**src/rtl/spi_regf_bridge_pkg.sv**
```systemverilog
// Shared definitions for the SPI-to-register-file bridge: default widths,
// header bit positions and FSM state encoding.
package spi_regf_bridge_pkg;

  localparam int DATA_W_DEF   = 32;
  localparam int ADDR_W_DEF   = 6;
  localparam int HDR_RNW_BIT  = DATA_W_DEF - 1;
  localparam int HDR_AINC_BIT = DATA_W_DEF - 2;

  typedef enum logic [2:0] {
    ST_IDLE     = 3'd0,
    ST_HDR      = 3'd1,
    ST_WR       = 3'd2,
    ST_RD_ISSUE = 3'd3,
    ST_RD_CAPT  = 3'd4,
    ST_RD_WAIT  = 3'd5
  } state_e;

endpackage

```
**src/rtl/spi_hdr_decode.sv**
```systemverilog
// Splits an SPI header word into read/write flag, auto-increment flag and
// start address.
module spi_hdr_decode
  import spi_regf_bridge_pkg::*;
#(
  parameter int DATA_W = DATA_W_DEF,
  parameter int ADDR_W = ADDR_W_DEF
) (
  input  logic [DATA_W-1:0] hdr_i,
  output logic              rnw_o,
  output logic              ainc_o,
  output logic [ADDR_W-1:0] addr_o
);

  // Flag positions track the top of the word when DATA_W differs from default.
  localparam int RNW_POS  = HDR_RNW_BIT + DATA_W - DATA_W_DEF;
  localparam int AINC_POS = HDR_AINC_BIT + DATA_W - DATA_W_DEF;

  logic unused_hdr_bits;

  assign rnw_o           = hdr_i[RNW_POS];
  assign ainc_o          = hdr_i[AINC_POS];
  assign addr_o          = hdr_i[ADDR_W-1:0];
  assign unused_hdr_bits = ^hdr_i[DATA_W-3:ADDR_W];

endmodule

```
**src/rtl/spi_regf_bridge.sv**
```systemverilog
// Turns word-level SPI frames (header + data words) into register-file
// accesses and feeds read data back to the slave transmit buffer.
//
// state       | meaning
// ST_IDLE     | no frame; waiting for frame_active rising
// ST_HDR      | frame open, waiting for header word
// ST_WR       | write burst, one register write per received word
// ST_RD_ISSUE | read request on the register-file port
// ST_RD_CAPT  | read data returned; load it into the transmit buffer
// ST_RD_WAIT  | waiting for the master to clock out the loaded word
module spi_regf_bridge
  import spi_regf_bridge_pkg::*;
#(
  parameter int DATA_W = DATA_W_DEF,
  parameter int ADDR_W = ADDR_W_DEF
) (
  input  logic              clk,
  input  logic              rst,
  input  logic              frame_active,
  input  logic              rx_valid,
  input  logic [DATA_W-1:0] rx_data,
  output logic [DATA_W-1:0] tx_data,
  output logic              tx_load,
  output logic              int_req,
  output logic              int_rnw,
  output logic [ADDR_W-1:0] int_addr,
  output logic [DATA_W-1:0] int_data_in,
  input  logic [DATA_W-1:0] int_data_out,
  output logic              frame_err,
  output logic [15:0]       frame_cnt
);

  state_e              state_q, state_d;
  logic                fa_q;
  logic [ADDR_W-1:0]   addr_q, addr_d;
  logic                ainc_q, ainc_d;
  logic                wr_pend_q, wr_pend_d;
  logic [ADDR_W-1:0]   wr_addr_q, wr_addr_d;
  logic [DATA_W-1:0]   wr_data_q, wr_data_d;
  logic [DATA_W-1:0]   tx_data_q, tx_data_d;
  logic                tx_load_q, tx_load_d;
  logic                err_q, err_d;
  logic [15:0]         cnt_q, cnt_d;

  logic                hdr_rnw, hdr_ainc;
  logic [ADDR_W-1:0]   hdr_addr;
  logic                frame_rise, frame_end;

  spi_hdr_decode #(.DATA_W(DATA_W), .ADDR_W(ADDR_W)) u_hdr_decode (
    .hdr_i  (rx_data),
    .rnw_o  (hdr_rnw),
    .ainc_o (hdr_ainc),
    .addr_o (hdr_addr)
  );

  assign frame_rise = frame_active && !fa_q;
  assign frame_end  = (state_q != ST_IDLE) && !frame_active;

  always_ff @(posedge clk or posedge rst) begin
    if (rst) begin
      state_q   <= ST_IDLE;
      fa_q      <= 1'b0;
      addr_q    <= '0;
      ainc_q    <= 1'b0;
      wr_pend_q <= 1'b0;
      wr_addr_q <= '0;
      wr_data_q <= '0;
      tx_data_q <= '0;
      tx_load_q <= 1'b0;
      err_q     <= 1'b0;
      cnt_q     <= '0;
    end else begin
      state_q   <= state_d;
      fa_q      <= frame_active;
      addr_q    <= addr_d;
      ainc_q    <= ainc_d;
      wr_pend_q <= wr_pend_d;
      wr_addr_q <= wr_addr_d;
      wr_data_q <= wr_data_d;
      tx_data_q <= tx_data_d;
      tx_load_q <= tx_load_d;
      err_q     <= err_d;
      cnt_q     <= cnt_d;
    end
  end

  always_comb begin
    state_d = state_q;
    case (state_q)
      ST_IDLE:     if (frame_rise) state_d = ST_HDR;
      ST_HDR:      if (rx_valid) state_d = hdr_rnw ? ST_RD_ISSUE : ST_WR;
      ST_WR:       state_d = ST_WR;
      ST_RD_ISSUE: state_d = ST_RD_CAPT;
      ST_RD_CAPT:  state_d = ST_RD_WAIT;
      ST_RD_WAIT:  if (rx_valid) state_d = ST_RD_ISSUE;
      default:     state_d = ST_IDLE;
    endcase
    // A word arriving with the frame end is still handled above first.
    if (frame_end) state_d = ST_IDLE;
  end

  always_comb begin
    addr_d    = addr_q;
    ainc_d    = ainc_q;
    wr_pend_d = 1'b0;
    wr_addr_d = wr_addr_q;
    wr_data_d = wr_data_q;
    tx_data_d = tx_data_q;
    tx_load_d = 1'b0;
    err_d     = err_q;
    cnt_d     = cnt_q;
    case (state_q)
      ST_IDLE: if (frame_rise) err_d = 1'b0;
      ST_HDR: begin
        if (rx_valid) begin
          addr_d = hdr_addr;
          ainc_d = hdr_ainc;
        end else if (frame_end) begin
          err_d = 1'b1;
        end
      end
      ST_WR: begin
        if (rx_valid) begin
          wr_pend_d = 1'b1;
          wr_addr_d = addr_q;
          wr_data_d = rx_data;
          addr_d    = addr_q + ADDR_W'(ainc_q);
        end
      end
      ST_RD_ISSUE: if (rx_valid) err_d = 1'b1;
      ST_RD_CAPT: begin
        if (rx_valid) err_d = 1'b1;
        if (frame_active) begin
          tx_data_d = int_data_out;
          tx_load_d = 1'b1;
          addr_d    = addr_q + ADDR_W'(ainc_q);
        end
      end
      default: ;
    endcase
    if (frame_end) cnt_d = cnt_q + 16'd1;
  end

  // A pending write and a read issue can never share a cycle: a write only
  // leaves WR through IDLE, which is at least two cycles from RD_ISSUE.
  always_comb begin
    int_req     = wr_pend_q || (state_q == ST_RD_ISSUE);
    int_rnw     = (state_q == ST_RD_ISSUE);
    int_addr    = '0;
    int_data_in = '0;
    if (state_q == ST_RD_ISSUE) begin
      int_addr = addr_q;
    end else if (wr_pend_q) begin
      int_addr    = wr_addr_q;
      int_data_in = wr_data_q;
    end
    tx_data   = tx_data_q;
    tx_load   = tx_load_q;
    frame_err = err_q;
    frame_cnt = cnt_q;
  end

endmodule

```
**config.mk**
```make
export PLATFORM = sky130hd
export DESIGN_NAME = spi_regf_bridge
export DESIGN_NICKNAME = d
export VERILOG_FILES = /design/src/rtl/spi_regf_bridge_pkg.sv /design/src/rtl/spi_hdr_decode.sv /design/src/rtl/spi_regf_bridge.sv
export SDC_FILE = /design/constraint.sdc
export NUM_CORES = 1
export LEC_CHECK = 0
export ABC_AREA = 1
export CAP_MARGIN = 10
export CELL_PAD_IN_SITES_DETAIL_PLACEMENT = 1
export CELL_PAD_IN_SITES_GLOBAL_PLACEMENT = 1
export CORE_MARGIN = 4
export CORE_UTILIZATION = 38
export CTS_BUF_LIST = sky130_fd_sc_hd__clkbuf_4
export DETAILED_ROUTE_END_ITERATION = 12
export PLACE_DENSITY = 0.89
export SETUP_SLACK_MARGIN = 0.1
export SYNTH_ARGS = -nofsm -noshare
export SYNTH_HDL_FRONTEND = slang
export SYNTH_SLANG_ARGS = --single-unit
export TNS_END_PERCENT = 30
```
**constraint.sdc**
```tcl
create_clock -name clk -period 4.8 [get_ports clk]
set_clock_uncertainty 0.05 [all_clocks]
set_input_delay 0.72 -clock clk [delete_from_list [all_inputs] [get_ports clk]]
set_output_delay 0.72 -clock clk [all_outputs]
set_load 0.03 [all_outputs]
```
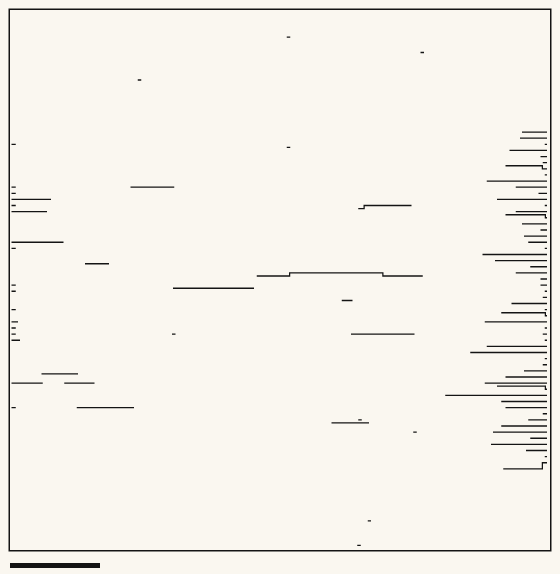
*The metal 3 layer*
The bar under the picture is 20 um long.
- longest straight run: 22.3 um
- share of all routed wire: 3.7%
- nets with wire on the layer: 81

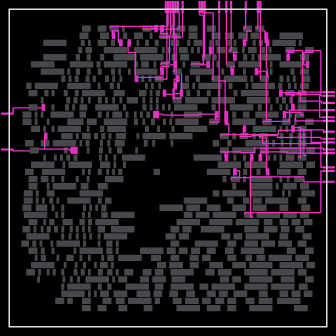
*Wires at chosen ports, followed through buffers*
- magenta: `rx_data` (bits 32; direction input; edge 16 top, 14 right, 2 left; end cells 39; buffers 32; wire 1150 um)

==> summary.txt <==
Implementation summary

The run finished with clean final reports. The die is 120 um wide. Counting only logic cells after layout, the most numerous master is sky130_fd_sc_hd__clkdlybuf4s50_1. The routed design uses 7500 um of met2 wire. The sum of routed wire segments on met1 is 5550 um. Yosys mapped a number of flops with a built-in enable equal to 0. The transition time recorded at the tightest slew-check pin is 1010 ps. The number of cells on the worst reg-to-reg path is 4. TritonRoute reported its final design rule violation total as 0.

In this build the clock could be raised as far as 0.247 GHz. Buffers added to address setup during post-CTS repair amount to 0. The proportion of cell area occupied by registers is 37.8%. Hold-check failures listed in the final report amount to 0. The count of instantiated cells in the yosys netlist is 502. In this run the power density over the cells is 584 nW/um2. The number of gates resized after cts is 0. No sink is reached through more buffers than the 2 on the longest clock path. The initial antenna violation count is 1. Among the non-sequential cells, simple AND/OR/NAND/NOR gates take the most area. The internal cell power is 2.24 mW. Summed over all failing endpoints, the final setup total negative slack is 0 ps. The origin of the critical flop-to-flop path is state_q[1]. The number of buffers added by the clock tree synthesis step is 9. From synthesis to final layout, the design area changed by 38.9%. The combinational gate power is 1.91 mW. The tree is rooted in a sky130_fd_sc_hd__clkbuf_4. The area share of and-or/or-and cells after synthesis is 6.31%. The multi-input combinational cells in the finished layout cover a total of 1910 um2. Of the total standard cell area in the layout, the multi-input combinational portion is 28.8%. The H-tree generated during clock tree synthesis spans 3 levels.

The warning total across the stage logs is 26. The insertion delay to the later sink of the worst-skew pair is 450 ps.
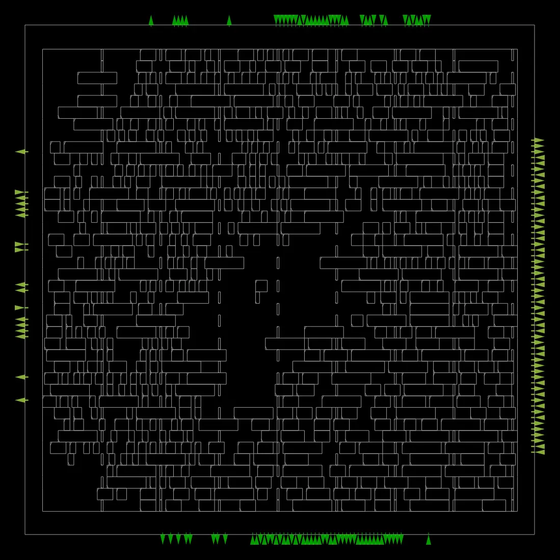
*Cell placement*
post-route insts no fill: 831
number of flip-flops and latches: 100
post-route core utilization: 54.4%
# fillers: 1402
well tap count: 168

[stage by stage]
step	worst slack [ps]	area, um2	std cells	total power [mW]
finish	748	6610	831	3.86
global route	454	6610	831	4.11
CTS	682	6590	829	3.90
detailed placement	1240	6430	813	3.39
global placement	1520	6430	813	3.26
floorplan	1410	4760	502	2.65
[per-layer routing]
| layer | GRT usage, % | vias up |
|---|---|---|
| met5 | 0 | - |
| met4 | 6.87 | 0 |
| li1 | - | 1896 |
| met3 | 3.68 | 17 |
| met2 | 36.5 | 97 |
| met1 | 23.0 | 1979 |
[logic make-up after synthesis]
family | after synthesis
xor gates and xnor gates | 10
DFF | 100
buffers and inverters | 75
AOI/OAI and AO/OA | 58
muxes | 32
and+or+nand+nor | 224
adders and majority gates | 3
Power and IR drop assume default switching activity.
